Fig. 1: metal layers overlaid
Bar = 20 um.
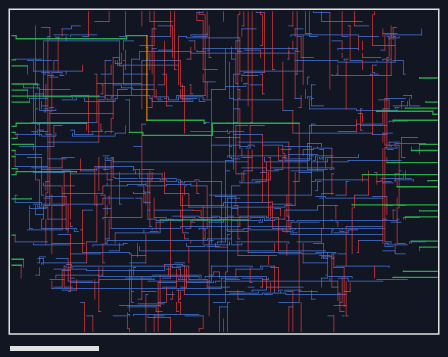
Fig. 2: drive-strength map
Bar = 20 um.
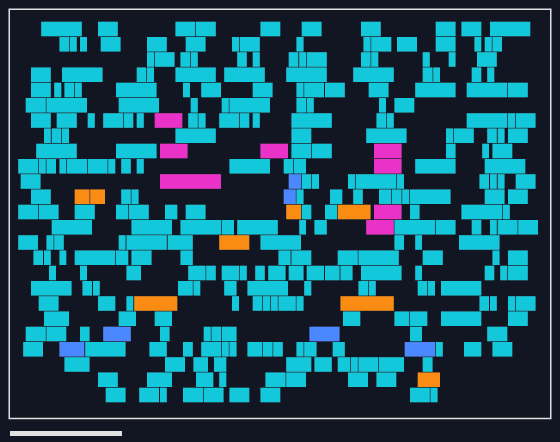
Fig. 3: wires at chosen ports, followed through buffers
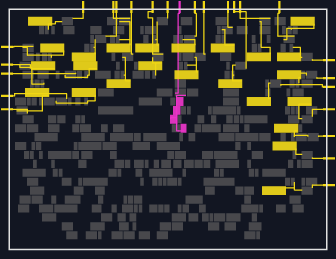
Fig. 4: clock nets
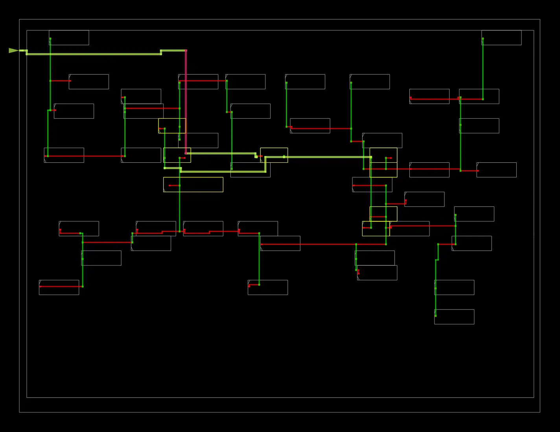
`src/rtl/pico_pkg.sv`:
```
// Shared types and default widths for the fetch stage.
package pico_pkg;

    localparam int unsigned N_DEFAULT              = 8;
    localparam int unsigned ADDR_SZ_DEFAULT        = 6;
    localparam int unsigned INSTRUCTION_SZ_DEFAULT = 24;

    typedef enum logic [1:0] {
        IDLE = 2'd0,
        RUN  = 2'd1,
        HALT = 2'd2
    } fetch_state_t;

endpackage

```
`src/rtl/instruction_fetch_if.sv`:
```
// Control, program-memory and decoder-facing signals of the fetch stage.
interface instruction_fetch_if
    import pico_pkg::*;
#(
    parameter int unsigned N             = N_DEFAULT,
    parameter int unsigned AddrSz        = ADDR_SZ_DEFAULT,
    parameter int unsigned InstructionSz = INSTRUCTION_SZ_DEFAULT
) ();

    logic                     start;
    logic                     stall;
    logic                     branch_en;
    logic                     branch_rel;
    logic [N-1:0]             branch_offset;
    logic [AddrSz-1:0]        jump_target;
    logic [AddrSz-1:0]        address;
    logic [InstructionSz-1:0] instruction_in;
    logic [InstructionSz-1:0] instr;
    logic [AddrSz-1:0]        ir_pc;
    logic                     ir_valid;
    logic                     halted;

    // Fetch-stage side.
    modport master (
        input  start, stall, branch_en, branch_rel, branch_offset, jump_target,
        input  instruction_in,
        output address, instr, ir_pc, ir_valid, halted
    );

    // Controller / memory / decoder side.
    modport slave (
        output start, stall, branch_en, branch_rel, branch_offset, jump_target,
        output instruction_in,
        input  address, instr, ir_pc, ir_valid, halted
    );

endinterface

```
`src/rtl/branch_target_unit.sv`:
```
// Combinational branch target: relative (ir_pc + signed offset, wrapped) or absolute.
module branch_target_unit
    import pico_pkg::*;
#(
    parameter int unsigned N      = N_DEFAULT,
    parameter int unsigned AddrSz = ADDR_SZ_DEFAULT
) (
    input  logic [AddrSz-1:0] ir_pc,
    input  logic              branch_rel,
    input  logic [N-1:0]      branch_offset,
    input  logic [AddrSz-1:0] jump_target,
    output logic [AddrSz-1:0] target_c,
    output logic              is_self_c
);

    // Sum is formed wide enough for both operands, then wrapped to the address space.
    localparam int unsigned SumW = (N > AddrSz) ? N : AddrSz;

    logic [AddrSz-1:0] rel_target;

    // Select target and flag the branch-to-self end-of-program idiom.
    always_comb begin
        rel_target = AddrSz'(SumW'(ir_pc) + SumW'($signed(branch_offset)));
        target_c   = branch_rel ? rel_target : jump_target;
        is_self_c  = (target_c == ir_pc);
    end

endmodule

```
`src/rtl/instruction_fetch.sv`:
```
// Fetch stage: program counter, instruction register and IDLE/RUN/HALT control.
module instruction_fetch
    import pico_pkg::*;
#(
    parameter int unsigned N             = N_DEFAULT,
    parameter int unsigned AddrSz        = ADDR_SZ_DEFAULT,
    parameter int unsigned InstructionSz = INSTRUCTION_SZ_DEFAULT
) (
    input  logic                clk,
    input  logic                reset,
    instruction_fetch_if.master bus
);

    fetch_state_t             state_q, state_d;
    logic [AddrSz-1:0]        pc_q, pc_d;
    logic [InstructionSz-1:0] instr_q, instr_d;
    logic [AddrSz-1:0]        ir_pc_q, ir_pc_d;
    logic                     ir_valid_q, ir_valid_d;
    logic                     halted_q, halted_d;

    logic [AddrSz-1:0]        target_c;
    logic                     target_is_self_c;
    logic                     take_branch_c;

    branch_target_unit #(
        .N      (N),
        .AddrSz (AddrSz)
    ) u_btu (
        .ir_pc         (ir_pc_q),
        .branch_rel    (bus.branch_rel),
        .branch_offset (bus.branch_offset),
        .jump_target   (bus.jump_target),
        .target_c      (target_c),
        .is_self_c     (target_is_self_c)
    );

    // A branch only counts for a live IR word while running; it beats stall.
    assign take_branch_c = (state_q == RUN) && bus.branch_en && ir_valid_q;

    // State and datapath registers; reset wins over everything.
    always_ff @(posedge clk) begin
        if (reset) begin
            state_q    <= IDLE;
            pc_q       <= '0;
            instr_q    <= '0;
            ir_pc_q    <= '0;
            ir_valid_q <= 1'b0;
            halted_q   <= 1'b0;
        end else begin
            state_q    <= state_d;
            pc_q       <= pc_d;
            instr_q    <= instr_d;
            ir_pc_q    <= ir_pc_d;
            ir_valid_q <= ir_valid_d;
            halted_q   <= halted_d;
        end
    end

    // Next-state logic.
    always_comb begin
        state_d = state_q;
        unique case (state_q)
            IDLE: if (bus.start) state_d = RUN;
            RUN:  if (take_branch_c && target_is_self_c) state_d = HALT;
            HALT: if (bus.start) state_d = RUN;
            default: state_d = IDLE;
        endcase
    end

    // PC / IR updates per state.
    always_comb begin
        pc_d       = pc_q;
        instr_d    = instr_q;
        ir_pc_d    = ir_pc_q;
        ir_valid_d = ir_valid_q;
        halted_d   = halted_q;
        unique case (state_q)
            IDLE: begin
                ir_valid_d = 1'b0;
                if (bus.start) pc_d = '0;
            end
            RUN: begin
                if (take_branch_c) begin
                    ir_valid_d = 1'b0;
                    if (target_is_self_c) halted_d = 1'b1;
                    else                  pc_d     = target_c;
                end else if (!bus.stall) begin
                    instr_d    = bus.instruction_in;
                    ir_pc_d    = pc_q;
                    ir_valid_d = 1'b1;
                    pc_d       = pc_q + AddrSz'(1);
                end
            end
            HALT: begin
                ir_valid_d = 1'b0;
                if (bus.start) begin
                    pc_d     = '0;
                    halted_d = 1'b0;
                end
            end
            default: begin
                ir_valid_d = 1'b0;
                halted_d   = 1'b0;
            end
        endcase
    end

    assign bus.address  = pc_q;
    assign bus.instr    = instr_q;
    assign bus.ir_pc    = ir_pc_q;
    assign bus.ir_valid = ir_valid_q;
    assign bus.halted   = halted_q;

endmodule
```
`src/flat_wrapper.sv`:
```
// flat-port wrapper written by rule: the top's interface ports become plain ports
module instruction_fetch_flat import pico_pkg::*;
#(
    parameter int unsigned N             = N_DEFAULT,
    parameter int unsigned AddrSz        = ADDR_SZ_DEFAULT,
    parameter int unsigned InstructionSz = INSTRUCTION_SZ_DEFAULT
)
  (clk, reset, bus_start, bus_stall, bus_branch_en, bus_branch_rel, bus_branch_offset, bus_jump_target, bus_instruction_in, bus_address, bus_instr, bus_ir_pc, bus_ir_valid, bus_halted);
  instruction_fetch_if #(.N(N), .AddrSz(AddrSz), .InstructionSz(InstructionSz)) bus_i ();
  input  logic clk;
  input  logic reset;
  input wire logic [$bits(bus_i.start)-1:0] bus_start;
  input wire logic [$bits(bus_i.stall)-1:0] bus_stall;
  input wire logic [$bits(bus_i.branch_en)-1:0] bus_branch_en;
  input wire logic [$bits(bus_i.branch_rel)-1:0] bus_branch_rel;
  input wire logic [$bits(bus_i.branch_offset)-1:0] bus_branch_offset;
  input wire logic [$bits(bus_i.jump_target)-1:0] bus_jump_target;
  input wire logic [$bits(bus_i.instruction_in)-1:0] bus_instruction_in;
  output wire logic [$bits(bus_i.address)-1:0] bus_address;
  output wire logic [$bits(bus_i.instr)-1:0] bus_instr;
  output wire logic [$bits(bus_i.ir_pc)-1:0] bus_ir_pc;
  output wire logic [$bits(bus_i.ir_valid)-1:0] bus_ir_valid;
  output wire logic [$bits(bus_i.halted)-1:0] bus_halted;
  assign bus_i.start = bus_start;
  assign bus_i.stall = bus_stall;
  assign bus_i.branch_en = bus_branch_en;
  assign bus_i.branch_rel = bus_branch_rel;
  assign bus_i.branch_offset = bus_branch_offset;
  assign bus_i.jump_target = bus_jump_target;
  assign bus_i.instruction_in = bus_instruction_in;
  assign bus_address = bus_i.address;
  assign bus_instr = bus_i.instr;
  assign bus_ir_pc = bus_i.ir_pc;
  assign bus_ir_valid = bus_i.ir_valid;
  assign bus_halted = bus_i.halted;
  instruction_fetch #(.N(N), .AddrSz(AddrSz), .InstructionSz(InstructionSz)) u_core (.clk(clk), .reset(reset), .bus(bus_i));
endmodule
```
`config.mk`:
```
export PLATFORM = sky130hd
export DESIGN_NAME = instruction_fetch_flat
export DESIGN_NICKNAME = d
export VERILOG_FILES = /design/src/rtl/pico_pkg.sv /design/src/rtl/instruction_fetch_if.sv /design/src/rtl/branch_target_unit.sv /design/src/rtl/instruction_fetch.sv /design/src/flat_wrapper.sv
export SDC_FILE = /design/constraint.sdc
export NUM_CORES = 1
export LEC_CHECK = 0
export CAP_MARGIN = 20
export CELL_PAD_IN_SITES_DETAIL_PLACEMENT = 0
export CELL_PAD_IN_SITES_GLOBAL_PLACEMENT = 1
export CORE_ASPECT_RATIO = 0.75
export CORE_UTILIZATION = 30
export CTS_CLUSTER_DIAMETER = 40
export CTS_CLUSTER_SIZE = 16
export DETAILED_ROUTE_END_ITERATION = 10
export PLACE_DENSITY_LB_ADDON = 0.1
export SLEW_MARGIN = 25
export SYNTH_ARGS = -nofsm -noshare
export SYNTH_HDL_FRONTEND = slang
export SYNTH_SLANG_ARGS = --single-unit
```
`constraint.sdc`:
```
create_clock -name clk -period 3.4 [get_ports clk]
set_input_delay 0.34 -clock clk [delete_from_list [all_inputs] [get_ports clk]]
set_output_delay 0.34 -clock clk [all_outputs]
set_load 0.02 [all_outputs]
```
==> Changelog: implementation <==
### Physical design

- Max_slew headroom: 58.7%
- Simple share: 26.8%
- Met3 wire length: 338 um
- CP max stage delay: 0.43 ns
- Die X: 96.4 um
- HP Class: flop to flop
- Final #Nets: 374
- Dpl hpwl: 3680 um
- Max-slew violation total from the final report: 0
- Syn Inst Count: 245
- Detail Route Antenna Nets: 0
- Residual DRC count: 0
- ANT cells: 0
- Clock H-tree levels: 2
- Dominant synthesized flop cell: dfxtp_1
- Final setup violation count: 0
- Worst EP required: 3.57 ns
- Met2 wire len: 2120 um
- Placed Instances: 397
- Startpoint Class: input port
- RSZ-0062 raised after global routing: false
- Ys cells: 245
- CP bufs+invs: 1
- Outcome: finished, final reports clean
- Max Buffers Root-to-Sink: 2
- Sequential area share after synthesis: 40.0%
- Standard-cell rows: 25
- Syn Nets: 296
- DR top layer: met4
- Max IR drop VDD: 0.173 mV
- CP arrival: 3.05 ns
- Synth warnings: 0
- Dpl ws: 0.211 ns
- Worst setup EP type: flop
- Die Size: 7010 um^2
- Max Cap Viol: 0
- Crit-path cells: clkdlybuf4s50_1 -> ha_1 -> fa_1 -> a21oi_1 -> nor3_1 -> a311oi_2 -> xor2_1 -> o2111ai_4 -> o21ai_4 -> mux2_4
- Layout cells sized above 1: 6.79%
- Critical Setup Path Class: input port to flop
- Worst Tran Pin Value: 0.619 ns
- Xor/xnor share: 4.81%
- Post-cts resize count: 0
- Yosys Chip Area: 2000 um^2
- Synth Register Bits: 40
- FP Core Util: 31.4%
-- Fig. 1 (at the start) --
legend:
  green:
    layer: met3
    wire_length: 339 um
  red:
    layer: met2
    wire_length: 2120 um
  blue:
    layer: met1
    wire_length: 2610 um
  orange:
    layer: met4
    wire_length: 19.0 um
GRT Overall Usage: 15.5%
vias: 1874
final wirelength: 5090 um
routed len/inst: 12.6 um

-- Fig. 2 (at the start) --
legend:
  orange:
    size: drive 3 to 4
    cells: 8
    share: 2.5%
    most_used: buf_4
  cyan:
    size: drive 1 or less
    cells: 302
    share: 93%
    most_used: clkdlybuf4s50_1
  blue:
    size: drive 2
    cells: 6
    share: 1.9%
  magenta:
    size: drive 6 and up
    cells: 8
    share: 2.5%
    most_used: clkbuf_8

-- Fig. 3 (at the start) --
legend:
  magenta:
    port: `bus_stall`
    bits: 1
    direction: input
    end_cells: 4
    buffers: 1
    wire: 44.5 um
  yellow:
    port: `bus_instr`
    bits: 24
    direction: output
    end_cells: 24
    buffers: 24
    wire: 463 um

-- Fig. 4 (at the start) --
Num CTS Buffers: 5
Clk power: 416 uW
skew final: 0.00206 ns
Seq cells: 40
Sink Count: 40

-- worst paths after layout --
kind / from / endpoint / slack, ns / cells past startpoint
worst min register to register: u_core.bus.instr[15] / u_core.bus.instr[15] / 0.46 / 2
worst min-delay path: u_core.bus.instr[15] / u_core.bus.instr[15] / 0.46 / 2
worst max-delay path: bus_branch_offset[0] / u_core.bus.address[3] / 0.52 / 10
worst max register to register: u_core.bus.ir_pc[0] / u_core.bus.address[3] / 0.59 / 9
-- cell type report --
type	count	area [um^2]
sequential	40	801
clock inverter	1	30.0
timing repair buffer	82	813
tap	81	101
fill	659	3380
multi-input combinational	194	1160
clock buffer	7	96.3
-- worst reg2reg max path, stage by stage, from the launching register on --
cell and delay, ns:
dfxtp_1 0.35, ha_1 0.26, fa_1 0.43, a21oi_1 0.28, nor3_1 0.10, a311oi_2 0.31
xor2_1 0.25, o2111ai_4 0.20, o21ai_4 0.18, mux2_4 0.33
-- stage by stage --
step	util, %	cell area, um^2	hold WS (ns)
floorplan	-	2000	0.454
global placement	45.0	2870	0.441
detailed placement	45.0	2870	0.446
CTS	47.0	3000	0.458
global route	47.0	3000	0.473
finish	47.0	3000	0.457
-- flip-flops by register name (all words and copies together) (netlist names) --
signal	count
u_core.bus.address	6
u_core.bus.halted	1
u_core.bus.instr	24
u_core.bus.ir_pc	6
u_core.bus.ir_valid	1
u_core.state_q	2
-- cell families (layout without fill, tap and decap cells) --
logic type | after synthesis | in the layout
AND-OR/OR-AND | 53 | 53
buffers and inverters | 11 | 90
AND/OR/NAND/NOR | 115 | 115
flip-flops | 40 | 40
multiplexers | 8 | 8
adder cells (fa/ha/maj) | 7 | 7
XOR/XNOR | 11 | 11
-- where the power goes --
part	internal, uW	switching [uW]
Sequential	482	8.95
Clock	259	157
Combinational	94.6	86.3
-- cell usage after synthesis, types with 2 or more instances --
master	number	share of area, %
a21oi_1	38	9.5
a31oi_1	2	0.62
and3_1	2	0.62
clkbuf_1	10	1.9
dfxtp_1	40	40
ha_1	6	3.7
mux2i_1	6	3.0
nand2_1	75	14
nand2b_1	7	2.2
nand3_1	4	1.0
nor2_1	9	1.7
nor2b_1	6	1.9
nor3_1	3	0.75
o211ai_1	5	1.9
or3b_1	2	0.87
xnor2_1	8	3.5
xor2_1	3	1.3
-- per-layer routing --
layer	global-route usage (%)	up-vias
met5	0	-
met4	2.94	0
met3	4.69	2
met2	22.3	43
met1	23.0	838
li1	-	991
-- layout by cell type, fill, tap and decap left out, types with 5 or more instances in the layout --
cell,count
clkdlybuf4s50_1,79
mux2i_1,6
nand2_1,75
a21oi_1,38
dfxtp_1,40
xnor2_1,8
nor2_1,8
o211ai_1,5
ha_1,6
clkbuf_8,7
nand2b_1,7
nor2b_1,6
Power and IR drop assume default switching activity.
